`src/rtl/adpll_phase_detector.sv`:
```
// Counter-based phase/frequency detector: measures the clk-cycle gap between
// synchronized rising edges of ref_in and fb_in, reports a signed error and tracks lock.
module adpll_phase_detector #(
    parameter int unsigned CNT_W    = 8,
    parameter int unsigned TIMEOUT  = 255,
    parameter int unsigned LOCK_TOL = 1,
    parameter int unsigned LOCK_CNT = 8
) (
    input  logic       clk,
    input  logic       reset,
    input  logic       enable,
    input  logic       ref_in,
    input  logic       fb_in,
    output logic       err_sign,
    output logic [4:0] err_mag,
    output logic       err_valid,
    output logic       lock
);

    localparam int unsigned LOCK_W  = $clog2(LOCK_CNT + 1);
    localparam int unsigned MAG_MAX = 31;

    localparam logic [2:0] S_IDLE     = 3'd0;
    localparam logic [2:0] S_WAIT     = 3'd1;
    localparam logic [2:0] S_REF_LEAD = 3'd2;
    localparam logic [2:0] S_FB_LEAD  = 3'd3;
    localparam logic [2:0] S_REPORT   = 3'd4;

    logic [1:0]        ref_sync, fb_sync;
    logic              ref_prev, fb_prev;
    logic              ref_pulse_c, fb_pulse_c;
    logic [2:0]        state, state_nx;
    logic [CNT_W-1:0]  cnt, cnt_nx;
    logic [LOCK_W-1:0] lock_cnt, lock_cnt_nx;
    logic              report_c;
    logic              rep_sign_c;
    logic [4:0]        rep_mag_c;

    function automatic logic [4:0] sat_mag(input logic [CNT_W-1:0] c);
        if (32'(c) > MAG_MAX) return 5'(MAG_MAX);
        return 5'(c);
    endfunction

    // Two-flop synchronizers plus previous-value flops for edge detection
    always_ff @(posedge clk or posedge reset) begin
        if (reset) begin
            ref_sync <= 2'b00;
            fb_sync  <= 2'b00;
            ref_prev <= 1'b0;
            fb_prev  <= 1'b0;
        end else begin
            ref_sync <= {ref_sync[0], ref_in};
            fb_sync  <= {fb_sync[0], fb_in};
            ref_prev <= ref_sync[1];
            fb_prev  <= fb_sync[1];
        end
    end

    assign ref_pulse_c = ref_sync[1] & ~ref_prev;
    assign fb_pulse_c  = fb_sync[1] & ~fb_prev;

    // State and gap counter registers
    always_ff @(posedge clk or posedge reset) begin
        if (reset) begin
            state <= S_IDLE;
            cnt   <= '0;
        end else begin
            state <= state_nx;
            cnt   <= cnt_nx;
        end
    end

    // Next-state, counter and report decode
    always_comb begin
        state_nx    = state;
        cnt_nx      = cnt;
        report_c    = 1'b0;
        rep_sign_c  = err_sign;
        rep_mag_c   = err_mag;
        lock_cnt_nx = lock_cnt;
        if (!enable) begin
            state_nx = S_IDLE;
        end else begin
            case (state)
                S_IDLE: state_nx = S_WAIT;
                S_WAIT: begin
                    if (ref_pulse_c && fb_pulse_c) begin
                        report_c   = 1'b1;
                        rep_sign_c = 1'b0;
                        rep_mag_c  = 5'd0;
                    end else if (ref_pulse_c) begin
                        state_nx = S_REF_LEAD;
                        cnt_nx   = CNT_W'(1);
                    end else if (fb_pulse_c) begin
                        state_nx = S_FB_LEAD;
                        cnt_nx   = CNT_W'(1);
                    end
                end
                S_REF_LEAD, S_FB_LEAD: begin
                    cnt_nx = cnt + CNT_W'(1);
                    if ((state == S_REF_LEAD) ? fb_pulse_c : ref_pulse_c) begin
                        report_c   = 1'b1;
                        rep_sign_c = (state == S_FB_LEAD);
                        rep_mag_c  = sat_mag(cnt);
                    end else if (cnt == CNT_W'(TIMEOUT)) begin
                        report_c   = 1'b1;
                        rep_sign_c = (state == S_FB_LEAD);
                        rep_mag_c  = 5'(MAG_MAX);
                    end
                end
                S_REPORT: state_nx = S_WAIT;
                default:  state_nx = S_IDLE;
            endcase
            if (report_c) begin
                state_nx = S_REPORT;
                if (32'(rep_mag_c) <= LOCK_TOL)
                    lock_cnt_nx = (lock_cnt == LOCK_W'(LOCK_CNT)) ? lock_cnt
                                                                  : lock_cnt + LOCK_W'(1);
                else
                    lock_cnt_nx = '0;
            end
        end
        if (!enable) lock_cnt_nx = '0;
    end

    // Registered report outputs; sign/magnitude hold between reports
    always_ff @(posedge clk or posedge reset) begin
        if (reset) begin
            err_sign  <= 1'b0;
            err_mag   <= 5'd0;
            err_valid <= 1'b0;
            lock      <= 1'b0;
            lock_cnt  <= '0;
        end else begin
            err_valid <= report_c;
            lock_cnt  <= lock_cnt_nx;
            lock      <= (lock_cnt_nx == LOCK_W'(LOCK_CNT));
            if (report_c) begin
                err_sign <= rep_sign_c;
                err_mag  <= rep_mag_c;
            end
        end
    end

endmodule

```
`config.mk`:
```
export PLATFORM = sky130hd
export DESIGN_NAME = adpll_phase_detector
export DESIGN_NICKNAME = d
export VERILOG_FILES = /design/src/rtl/adpll_phase_detector.sv
export SDC_FILE = /design/constraint.sdc
export NUM_CORES = 1
export LEC_CHECK = 0
export CAP_MARGIN = 30
export CORE_MARGIN = 2
export CORE_UTILIZATION = 55
export DETAILED_ROUTE_END_ITERATION = 12
export GPL_TIMING_DRIVEN = 0
export PLACE_DENSITY = 0.82
export RECOVER_POWER = 100
export SLEW_MARGIN = 5
export SYNTH_ARGS = -nofsm -noshare
export SYNTH_HDL_FRONTEND = slang
export SYNTH_SLANG_ARGS = --single-unit
```
`constraint.sdc`:
```
create_clock -name clk -period 2.4 [get_ports clk]
set_input_delay 0.48 -clock clk [delete_from_list [all_inputs] [get_ports clk]]
set_output_delay 0.48 -clock clk [all_outputs]
set_load 0.03 [all_outputs]
```
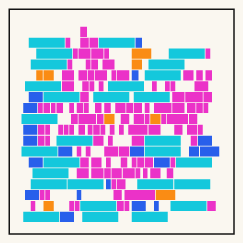
(run_1/class_map.png)
Drawn at 4 px/um.
clock drivers and dummy loads: drawn in orange, cells 8, share of their area 4.3%. remaining logic cells: drawn in magenta, cells 116, share of their area 42%. registers: drawn in cyan, cells 29, share of their area 44%. remaining buffers and delay cells: drawn in blue, cells 19, share of their area 10%.

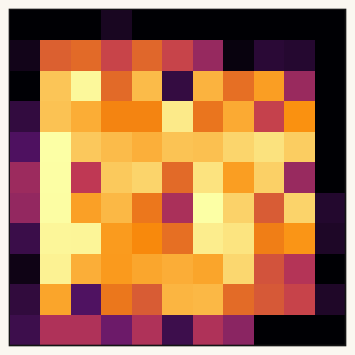
(run_1/util_map.png)
Drawn at 6 px/um. The die is cut into 11 by 11 equal tiles; black is low, pale yellow is high, 0 to 100% covered.
The densest ninth of the die: centre. The emptiest ninth of the die: upper right. 17% of the tiles are nearly empty. The fullest tile reaches 100%. The mean over all tiles is 53%. 39% of the tiles are over 75% full.

==> flow_summary.yaml, run 1 <==
# generated from flow reports
floorplanning:
  pin_count: 13
  fp.coreArea_sq_um: 2500
  num_rows: 18
final_layout:
  comb_area_frac: 0.394
  buffers_excl_clock: 19
  flop_area_sq_um: 726
  comb_cells: 110
  final-clk-cell-share: 0.0416
yosys:
  most_common_cell: "dfrtp_1"
  topCellsByArea: "dfrtp_1 (49%), nor2_1 (5.1%), nand2_1 (4.8%), o21ai_0 (4.1%), xnor2_1 (3.6%)"
  ys_types: 38
  synth.avg_cell_area_sq_um: 9.71
  synthTopCellsByCount: "dfrtp_1 (29), nor2_1 (20), nand2_1 (19)"
  edf_count: 0
  async_flop_share: 1.00
  fp_nets: 160
  ys_warn_count: 0
hold_path:
  hold_path.class: "flop to flop"
  holdPathEnd: "ref_sync[1]"
global_route:
  grt_pass1_vias: 1077
outcome:
  status: "complete, no violations"
sta:
  slew_violations: 0
  period_used_share: 0.861
  finalCriticalPeriod_ns: 2.07
  fin_hold_ws_ns: 0.355
critical_path:
  cp_max_fo: 10
  max_stage_delay_ns: 0.36
  crit_path_start_kind: "flop"
  cp.depth: 8
power_and_ir_drop:
  maxPowerGroup: "registers"
  intPower_w: 0.000847
  seq_power_w: 0.000612
  peakVddDrop_v: 0.000557
  swShare: 0.333
detailed_routing:
  vias_per_cell: 5.72
clocking:
  cts_resized: 0
  clockBufferDepth: 2
  clkTransAtPathRegs_ns: 0.09
  post_cts_buffers: 0
job:
  warning_count: 27
place:
  place_hpwl_mm: 2.10
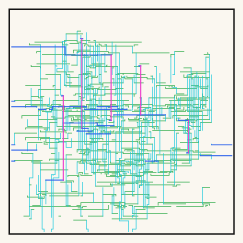
(run_1/layers.png)
Drawn at 4 px/um.
M1: drawn in green, wire length 1340 um. M4: drawn in magenta, wire length 80.2 um. M2: drawn in cyan, wire length 1370 um. M3: drawn in blue, wire length 130 um.

run 1: layer usage:
metal,share of wire,global-route usage,vias up
met5,0,0,-
met4,0.027,0.118,0
met3,0.044,0.0581,11
met2,0.47,0.286,33
met1,0.46,0.267,548
li1,-,-,563
run 1: placed cells by master, fill, tap and decap left out, types with 2 or more instances in the layout:
cell | synthesis | layout
dfrtp_1 | 29 | 29
nor2_1 | 20 | 20
nand2_1 | 19 | 19
o21ai_0 | 12 | 12
dlygate4sd3_1 | 0 | 11
nand3_1 | 6 | 6
inv_1 | 6 | 6
xnor2_1 | 6 | 6
nor4_1 | 5 | 5
clkbuf_4 | 0 | 5
a21oi_1 | 4 | 4
nand2b_1 | 3 | 3
clkbuf_1 | 1 | 3
clkbuf_8 | 1 | 3
nor3_1 | 3 | 3
nor4b_1 | 2 | 3
o31ai_1 | 3 | 3
ha_1 | 3 | 3
mux2i_1 | 2 | 2
clkbuf_2 | 2 | 2
nor2b_1 | 2 | 2
xor2_1 | 2 | 2
a31oi_1 | 2 | 2
nor3b_1 | 2 | 2
run 1: cells by family (layout without fill, tap and decap cells):
group,after synthesis,in the layout,share of synthesized area
compound gates,28,28,0.120
xor+xnor,8,8,0.0475
fa+ha+maj,3,3,0.0254
buf+inv,13,33,0.0543
flops,29,29,0.492
mux,2,2,0.0136
simple gates,69,69,0.247
run 1: worst reg2reg max path, delay by kind of cell, from the launching register on:
family	cells	cell delay (ns)
mux	1	0.27
simple gates	2	0.38
flops	1	0.36
buf+inv	2	0.41
compound gates	3	0.57
run 1: flip-flops by register name (all words and copies together), names as in the netlist, 2 cells and up:
| register | count |
|---|---|
| ref_sync | 2 |
| lock_cnt | 4 |
| cnt | 8 |
| err_mag | 5 |
| state | 3 |
| fb_sync | 2 |
==> run 2, diff against run 1 <==
--- a/config.mk
+++ b/config.mk
@@ -10,6 +10,7 @@
 export CORE_UTILIZATION = 55
 export DETAILED_ROUTE_END_ITERATION = 12
 export GPL_TIMING_DRIVEN = 0
+export HOLD_SLACK_MARGIN = 0.12
 export PLACE_DENSITY = 0.82
 export RECOVER_POWER = 100
 export SLEW_MARGIN = 5
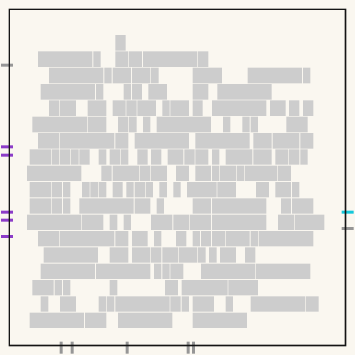
(run_2/pinout.png)
Drawn at 6 px/um. Pins as bars across the die edge, other pins in grey.
`err_mag`: drawn in purple, pins 5, direction output, edge left. `lock`: drawn in cyan, pins 1, direction output, edge right.
All pins by edge: 6 left, 5 bottom, 2 right.

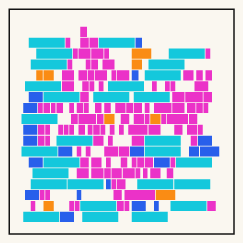
(run_2/class_map.png)
Drawn at 4 px/um.
registers: drawn in cyan, cells 29, share of their area 44%. remaining logic cells: drawn in magenta, cells 116, share of their area 42%. clock drivers and dummy loads: drawn in orange, cells 8, share of their area 4.3%. remaining buffers and delay cells: drawn in blue, cells 19, share of their area 10%.

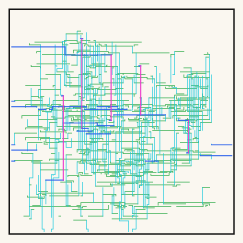
(run_2/layers.png)
Drawn at 4 px/um.
M3: drawn in blue, wire length 130 um. M4: drawn in magenta, wire length 80.2 um. M2: drawn in cyan, wire length 1370 um. M1: drawn in green, wire length 1340 um.

==> flow_summary.yaml, run 2 <==
# generated from flow reports
clocking:
  clockBufferDepth: 2
  cts_resized: 0
  post_cts_buffers: 0
  clkTransAtPathRegs_ns: 0.09
  holdBufCountCts: 0
  cts_buffers: 5
critical_path:
  cp_max_fo: 10
  crit_path_start_kind: "flop"
  max_stage_delay_ns: 0.36
  required_ns: 2.64
  cp.depth: 8
yosys:
  ys_sh_xor: 0.0475
  ys_types: 38
  edf_count: 0
  ys_sh_mux: 0.0136
  ys_warn_count: 0
  synth.avg_cell_area_sq_um: 9.71
  most_common_cell: "dfrtp_1"
  synth-simple-area-share: 0.247
  async_flop_share: 1.00
  logic_family: "simple AND/OR/NAND/NOR gates"
  aoi_share: 0.120
  ys.flop_type: "dfrtp_1"
  topCellsByArea: "dfrtp_1 (49%), nor2_1 (5.1%), nand2_1 (4.8%), o21ai_0 (4.1%), xnor2_1 (3.6%)"
  fp_nets: 160
  synthTopCellsByCount: "dfrtp_1 (29), nor2_1 (20), nand2_1 (19)"
  ys_sh_adder: 0.0254
global_route:
  grt_pass1_vias: 1077
  grtUsageMet3: 0.0581
  met2_usage: 0.286
  grt.met1_usage: 0.267
floorplanning:
  pin_count: 13
  num_rows: 18
sta:
  skew_ns: 0.0113
  slew_headroom: 0.481
  finalCriticalPeriod_ns: 2.07
  period_used_share: 0.861
  max_freq_ghz: 0.484
outcome:
  status: "complete, no violations"
final_layout:
  top_register: "cnt"
  antenna_cells: 0
  layout_top_cells: "dfrtp_1 (29), nor2_1 (20), nand2_1 (19)"
  lay_top_count: "dfrtp_1"
  largest_reg_flops: 8
  reg_top3: "cnt x8, err_mag x5, lock_cnt x4"
place:
  gp_congestion: 0.865
detailed_routing:
  wl_met1_mm: 1.34
  vias: 1155
  wl_met3_um: 130
  met2_length_mm: 1.37
  top_layer_used: "met4"
  vias_per_cell: 5.72
  first_pass_iters: 4
power_and_ir_drop:
  peakVddDrop_v: 0.000557
[run 2: cell counts in the layout (fill, tap and decap cells not counted)]
Identical to the previous run, type by type.
[run 2: kinds of logic (layout without fill, tap and decap cells)]
group,after synthesis,in the layout
AND/OR/NAND/NOR,69,69
flip-flops,29,29
AND-OR/OR-AND,28,28
buffers and inverters,13,33
XOR/XNOR,8,8
adder cells (fa/ha/maj),3,3
multiplexers,2,2
[run 2: final timing paths]
path,from,endpoint,slack [ns]
max in group asynchronous,reset,cnt[5],0.66
worst max-delay path,ref_prev,lock,0.33
min in group asynchronous,reset,err_sign,0.64
worst min-delay path,ref_sync[0],ref_sync[1],0.36
worst max register to register,ref_prev,lock,0.33
worst min register to register,ref_sync[0],ref_sync[1],0.36
[run 2: through the flow]
step / utilization / cell area (sq um) / setup slack [ns] / power [W] / hold slack, ns
2_1_floorplan: - / 1480 / 0.703 / 0.000832 / 0.331
3_3_place_gp: 0.649 / 1620 / 0.508 / 0.000954 / 0.332
3_5_place_dp: 0.655 / 1640 / 0.495 / 0.000963 / 0.335
4_1_cts: 0.683 / 1710 / 0.450 / 0.00130 / 0.356
5_1_grt: 0.673 / 1680 / 0.162 / 0.00133 / 0.368
6_report: 0.673 / 1680 / 0.333 / 0.00127 / 0.355
[run 2: cell type report]
class | instances | area (sq um)
repair buffers | 12 | 114
fillers | 203 | 817
inverters | 6 | 22.5
flip-flops and latches | 29 | 726
clock inverters | 1 | 5.00
well taps | 30 | 37.5
plain buffers | 7 | 50.0
clock buffers | 7 | 65.1
multi-input cells | 110 | 663
[run 2: where the power goes]
group / internal, W / leakage [nW] / switching (W)
Clock: 0.000169 / 0.0413 / 0.000163
Combinational: 0.000123 / 0.348 / 0.000202
Sequential: 0.000555 / 0.376 / 0.0000571
Total: 0.000847 / 0.765 / 0.000423
No activity file was given, so power comes from the tool's default toggle rates.
